$ cat config.mk
export PLATFORM = sky130hd
export DESIGN_NAME = credit_issuer
export DESIGN_NICKNAME = d
export VERILOG_FILES = /design/src/rtl/credit_issuer.sv
export SDC_FILE = /design/constraint.sdc
export NUM_CORES = 1
export LEC_CHECK = 0
export CORE_MARGIN = 5
export CORE_UTILIZATION = 30
export DETAILED_ROUTE_END_ITERATION = 10
export SLEW_MARGIN = 10
export SYNTH_ARGS = -nofsm -noshare
export SYNTH_HDL_FRONTEND = slang
export SYNTH_SLANG_ARGS = --single-unit
$ cat constraint.sdc
create_clock -name CLK -period 5.76 [get_ports CLK]
set_input_delay 0.576 -clock CLK [delete_from_list [all_inputs] [get_ports CLK]]
set_output_delay 0.576 -clock CLK [all_outputs]
set_load 0.01 [all_outputs]
$ cat src/rtl/credit_issuer.sv
// credit_issuer: receiver-side credit return manager for the 8b10b credit-flow-controlled link.
// Optional build macro CREDIT_STATS_EN adds token and timeout-flush counters.
module credit_issuer #(
   parameter int DEPTH    = 16,
   parameter int CNT_BITS = $clog2(DEPTH + 1),
   parameter int BATCH    = 4,
   parameter int TIMEOUT  = 64
) (
   input  logic                CLK,
   input  logic                nRST,
   input  logic                link_up,
   input  logic                slot_freed,
   input  logic                pkt_rx,
   output logic                tok_valid,
   input  logic                tok_ready,
   output logic [CNT_BITS-1:0] tok_credits,
   output logic [CNT_BITS-1:0] pending,
   output logic [CNT_BITS-1:0] outstanding,
   output logic                err
`ifdef CREDIT_STATS_EN
   ,
   output logic [15:0]         tok_count,
   output logic [15:0]         flush_count
`endif
);

   localparam logic [1:0] ST_DOWN = 2'd0;
   localparam logic [1:0] ST_INIT = 2'd1;
   localparam logic [1:0] ST_IDLE = 2'd2;
   localparam logic [1:0] ST_SEND = 2'd3;

   localparam int WB       = CNT_BITS + 2;
   localparam int TMR_BITS = $clog2(TIMEOUT + 1);

   localparam logic [CNT_BITS-1:0] ZERO_C   = CNT_BITS'(0);
   localparam logic [CNT_BITS-1:0] DEPTH_C  = CNT_BITS'(DEPTH);
   localparam logic [CNT_BITS-1:0] BATCH_C  = CNT_BITS'(BATCH);
   localparam logic [WB-1:0]       ZERO_W   = WB'(0);
   localparam logic [WB-1:0]       DEPTH_W  = WB'(DEPTH);
   localparam logic [TMR_BITS-1:0] TMR_ZERO = TMR_BITS'(0);
   localparam logic [TMR_BITS-1:0] TMR_ONE  = TMR_BITS'(1);
   localparam logic [TMR_BITS-1:0] TMR_LAST = TMR_BITS'(TIMEOUT - 1);

   logic [1:0]          state_r, state_s;
   logic [CNT_BITS-1:0] pending_r, pending_s;
   logic [CNT_BITS-1:0] outstanding_r, outstanding_s;
   logic [CNT_BITS-1:0] tok_credits_r, tok_credits_s;
   logic [TMR_BITS-1:0] timer_r, timer_s;
   logic                tok_valid_r, tok_valid_s;
   logic                err_r, err_s;

   logic                hs_s, dec_s, timeout_s, batch_s, cnt_err_s;
   logic [WB-1:0]       give_w_s, pend_w_s, out_w_s;
   logic [CNT_BITS-1:0] pend_sat_s, out_sat_s;

   // Wide next-value arithmetic shared by IDLE and SEND; a handshake moves the token's credits.
   assign hs_s       = tok_valid_r & tok_ready;
   assign dec_s      = pkt_rx && (outstanding_r != ZERO_C);
   assign give_w_s   = hs_s ? WB'(tok_credits_r) : ZERO_W;
   assign pend_w_s   = WB'(pending_r) + WB'(slot_freed) - give_w_s;
   assign out_w_s    = WB'(outstanding_r) + give_w_s - WB'(dec_s);
   assign pend_sat_s = (pend_w_s > DEPTH_W) ? DEPTH_C : pend_w_s[CNT_BITS-1:0];
   assign out_sat_s  = (out_w_s > DEPTH_W) ? DEPTH_C : out_w_s[CNT_BITS-1:0];
   assign cnt_err_s  = (slot_freed && (pending_r == DEPTH_C)) ||
                       (pkt_rx && (outstanding_r == ZERO_C)) ||
                       ((pend_w_s + out_w_s) > DEPTH_W);
   assign timeout_s  = (pending_r != ZERO_C) && (timer_r == TMR_LAST);
   assign batch_s    = (pend_sat_s >= BATCH_C);

   // Next-state and next-output logic for the credit FSM.
   always_comb begin
      state_s       = state_r;
      pending_s     = pending_r;
      outstanding_s = outstanding_r;
      tok_credits_s = tok_credits_r;
      timer_s       = timer_r;
      tok_valid_s   = tok_valid_r;
      err_s         = err_r;
      if (!link_up) begin
         state_s       = ST_DOWN;
         pending_s     = ZERO_C;
         outstanding_s = ZERO_C;
         tok_credits_s = ZERO_C;
         timer_s       = TMR_ZERO;
         tok_valid_s   = 1'b0;
         if (((state_r == ST_DOWN) || (state_r == ST_INIT)) && (slot_freed || pkt_rx)) begin
            err_s = 1'b1;
         end else begin
            err_s = err_r;
         end
      end else begin
         case (state_r)
            ST_DOWN: begin
               // err clears on entry to INIT, but events seen on this very edge still count.
               state_s       = ST_INIT;
               tok_valid_s   = 1'b1;
               tok_credits_s = DEPTH_C;
               pending_s     = ZERO_C;
               outstanding_s = ZERO_C;
               timer_s       = TMR_ZERO;
               err_s         = slot_freed | pkt_rx;
            end
            ST_INIT: begin
               if (slot_freed || pkt_rx) begin
                  err_s = 1'b1;
               end else begin
                  err_s = err_r;
               end
               if (hs_s) begin
                  state_s       = ST_IDLE;
                  tok_valid_s   = 1'b0;
                  outstanding_s = DEPTH_C;
                  pending_s     = ZERO_C;
                  timer_s       = TMR_ZERO;
               end else begin
                  state_s = ST_INIT;
               end
            end
            ST_IDLE: begin
               pending_s     = pend_sat_s;
               outstanding_s = out_sat_s;
               err_s         = err_r | cnt_err_s;
               if (batch_s || timeout_s) begin
                  state_s       = ST_SEND;
                  tok_valid_s   = 1'b1;
                  tok_credits_s = pend_sat_s;
                  timer_s       = TMR_ZERO;
               end else if (pending_r == ZERO_C) begin
                  timer_s = TMR_ZERO;
               end else begin
                  timer_s = timer_r + TMR_ONE;
               end
            end
            ST_SEND: begin
               pending_s     = pend_sat_s;
               outstanding_s = out_sat_s;
               err_s         = err_r | cnt_err_s;
               timer_s       = TMR_ZERO;
               if (hs_s) begin
                  state_s     = ST_IDLE;
                  tok_valid_s = 1'b0;
               end else begin
                  state_s = ST_SEND;
               end
            end
            default: begin
               state_s       = ST_DOWN;
               tok_valid_s   = 1'b0;
               tok_credits_s = ZERO_C;
               pending_s     = ZERO_C;
               outstanding_s = ZERO_C;
               timer_s       = TMR_ZERO;
            end
         endcase
      end
   end

   // State and output registers.
   always_ff @(posedge CLK or negedge nRST) begin
      if (!nRST) begin
         state_r       <= ST_DOWN;
         pending_r     <= ZERO_C;
         outstanding_r <= ZERO_C;
         tok_credits_r <= ZERO_C;
         timer_r       <= TMR_ZERO;
         tok_valid_r   <= 1'b0;
         err_r         <= 1'b0;
      end else begin
         state_r       <= state_s;
         pending_r     <= pending_s;
         outstanding_r <= outstanding_s;
         tok_credits_r <= tok_credits_s;
         timer_r       <= timer_s;
         tok_valid_r   <= tok_valid_s;
         err_r         <= err_s;
      end
   end

   assign tok_valid   = tok_valid_r;
   assign tok_credits = tok_credits_r;
   assign pending     = pending_r;
   assign outstanding = outstanding_r;
   assign err         = err_r;

`ifdef CREDIT_STATS_EN
   logic [15:0] tok_count_r, flush_count_r;
   logic        tok_evt_s, flush_evt_s;

   // Only INIT and SEND ever offer a token; a flush is a timeout launch that a batch did not cause.
   assign tok_evt_s   = link_up && hs_s;
   assign flush_evt_s = link_up && (state_r == ST_IDLE) && timeout_s && !batch_s;

   // Saturating statistics counters, cleared whenever the link is down.
   always_ff @(posedge CLK or negedge nRST) begin
      if (!nRST) begin
         tok_count_r   <= 16'h0000;
         flush_count_r <= 16'h0000;
      end else if (!link_up) begin
         tok_count_r   <= 16'h0000;
         flush_count_r <= 16'h0000;
      end else begin
         if (tok_evt_s && (tok_count_r != 16'hFFFF)) begin
            tok_count_r <= tok_count_r + 16'h0001;
         end else begin
            tok_count_r <= tok_count_r;
         end
         if (flush_evt_s && (flush_count_r != 16'hFFFF)) begin
            flush_count_r <= flush_count_r + 16'h0001;
         end else begin
            flush_count_r <= flush_count_r;
         end
      end
   end

   assign tok_count   = tok_count_r;
   assign flush_count = flush_count_r;
`endif

endmodule

**M3 wires**

Scale: 3 px per µm. Cells faint in the background.
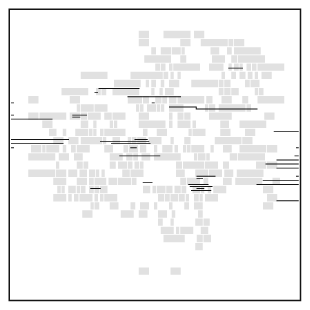
The layer carries 279 µm of wire. The longest straight run is 20.2 µm. The layer holds 5.0% of the routed length. 35 nets have wire on it. The wires run mostly horizontal.

**Routed metal, one color a layer**

Scale: 3 px per µm.
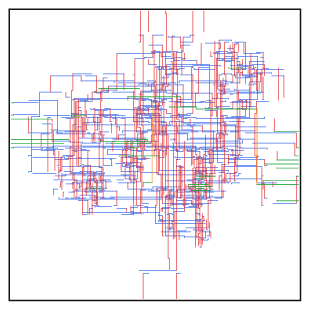
Red stands for metal 2, wire length 2,620 µm. Green stands for metal 3, wire length 279 µm. Orange stands for metal 4, wire length 51.7 µm. Blue stands for metal 1, wire length 2,680 µm.

==> notes.md <==
Implementation results. Cell area after placement landed at 0.00258 mm². Sequential cell area landed at 651 µm². The tool warning count for the run is 27. The highest clock rate this design can be run at is 0.222 GHz. For reference, the top logic cell family by area is AND-OR/OR-AND gates. Leakage power landed at 1.23 nW. The register with the most flip-flops in the layout has 7 of them.

Of all cell types, the one taking the most synthesized area is dfrtp_1. The timing report attributes the biggest portion of critical-path delay to AND-OR/OR-AND gates. Data arrival time at the worst-slack endpoint landed at 4680 ps. In this run the top signal layer used is met4. The post-route report lists met1 wire length as 2680 µm. Among all stages on the critical path, the largest delay is contributed by a2111oi_0.

Required time reported for the critical path endpoint landed at 5920 ps. Cell area after synthesis landed at 0.00225 mm². Die width landed at 96.6 µm. The script parses the final routing iteration and logs DRC violations as 0. Per Yosys stat, the portion of area used by sequential elements is 28.9%. Total number of H-tree levels landed at 1. In the synthesized netlist the dominant register cell turns out to be dfrtp_1. TritonCTS built the clock tree.

Per the final timing report, the hold violations number 0. Mean area per synthesized cell landed at 8.82 µm². The critical path in the final layout is reported with a setup slack of 1250 ps.

Of the total synthesized cell area, the portion taken by full adders, half adders and majority gates is 18.6%. Final weighted congestion in routability-driven placement landed at 0.884. Per the post-CTS timing run, clock transition at the registers of the reported paths is 90 ps.

Wire length of the first global-routing pass landed at 9350 µm. Area of all placed cells without fillers landed at 0.00266 mm². Area of the chip landed at 0.00933 mm². The detailed router reports a met2 wire length of 2620 µm. Row generation in the floorplan step produced 31 rows.

The synthesis run shows the most used standard cells to be inv_1, ha_1, dfrtp_1. In this run the tool buffered the top-level ports with 22 buffer cells. Gates resized during post-CTS repair numbered 0. For reference, the most critical setup path is categorized as input port to flop. Post-placement setup slack landed at 1060 ps. Floorplan core density landed at 30.8%. Pin placement for this block handled 23 I/O pins. Summed over all combinational cells, the power is 0.0811 mW. Clock period minus worst slack landed at 4510 ps.

Worst relative slew slack landed at 26.6%. Number of buffers created by CTS landed at 3. Counting flops and latches in the post-synthesis netlist gives 26.

Per the timing report, the biggest fanout along the worst path comes to 5. Internal power component landed at 0.313 mW. The signal on the critical path passes through clkdlybuf4s50_1 > and2_1 > nand2_1 > ha_1 > inv_1 > fa_1 > nand2b_1 > a21boi_0 > or3_1 > nand2_1 > ha_1 > a21oi_1 > nand3_1 > xor2_1 > a2111oi_0 > a31oi_1 > o311a_1. Per the skew report, the later register of the worst-skew pair sees a clock latency of 270 ps. Number of global-route vias before repair landed at 1,862. The longest clock path from root to sink contains 2 buffers. The flow ran to the end, and the final reports show no timing, DRC or antenna violations. For reference, the top cells by area after synthesis are dfrtp_1, ha_1, inv_1. Number of DRC markers in iteration 0 landed at 102.

Summed over all failing endpoints, the final setup total negative slack is 0 ps. Final HPWL from detailed placement landed at 4570 µm. Per the synthesis report, the single largest cell type by area occupies 28.9% of cell area.

Instance count after placement with tap cells included landed at 373. Nets still carrying antenna violations after routing amount to 0. The worst path uses 78.4% of the clock period. In the finished design the tool counted flip-flops and latches totalling 26. Post-synthesis simple-gate area fraction landed at 19.0%. Multiplexer fraction of the synthesized cell area landed at 1.39%. Total power landed at 0.425 mW. The core region is 0.00729 mm².

The worst-case reg-to-reg setup slack stands at 1310 ps. Setup repair after global routing left no endpoint under its margin. In this run the clock root is driven by a clkbuf_8. Largest net degree at the start of global routing landed at 27. Sequential fraction of design power landed at 44.8%.

STA classifies the critical path startpoint as an input port. Y dimension of the die landed at 96.6 µm. The area growth from synthesis to layout is 18.1%. The global routing stage identified its most utilized layer as met2. Per the synth stats, the proportion of register bits with asynchronous set or reset is 100%.

In this run the most critical hold path is launched from timer_r[4]. Leaving out fill and tap cells, the most frequent cells in the layout are inv_1, ha_1, dfrtp_1. Number of nets in the final layout landed at 316. The flow reports that combinational logic draws 19.1% of the design power. Per STA, the startpoint of the critical path is tok_ready. In the Yosys report the total cell count is 255.

STA shows the worst reg2reg path with a cell count of 19. By instance count, the leading cell after synthesis is inv_1. The worst setup path is captured at a flop. Clock tree buffers and inverters occupy 2.68% of the routed design's cell area. Non-clock buffer share of cell area landed at 8.57%. Counting buffers and inverters, the worst setup path is 17 cells deep.

Number of clock buffers in the layout landed at 3. The number of maximum-capacitance violations recorded for the run is 0. Sequential logic power landed at 0.191 mW.

Worst hold margin landed at 525 ps. The stat command in Yosys gives a chip area of 0.00225 mm². Post-synthesis share of cell area spent on xor and xnor gates landed at 4.67%. The worst hold path terminates at timer_r[4]. And-or/or-and share of the synthesized area landed at 21.0%. Number of buffers added for setup after CTS landed at 0. Per the layout area report, the combinational fraction of cell area is 54.9%. Number of endpoints failing setup at the final stage landed at 0. The number of antenna violations at the first check in global routing came to 0. In the final design, more cell area goes to combinational gates than to any other class. Setup clock skew after layout landed at 4.45 ps. For the worst reg-to-reg path, the endpoint reported by OpenROAD is err.
**Track usage over the die**

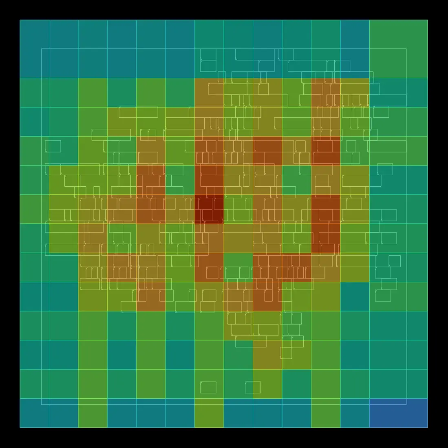
final core occ: 36.4%
met1 usage: 17.4%
GRT Util Overall: 12.9%
Routed WL per cell: 14.9 µm

Power and IR drop assume default switching activity.
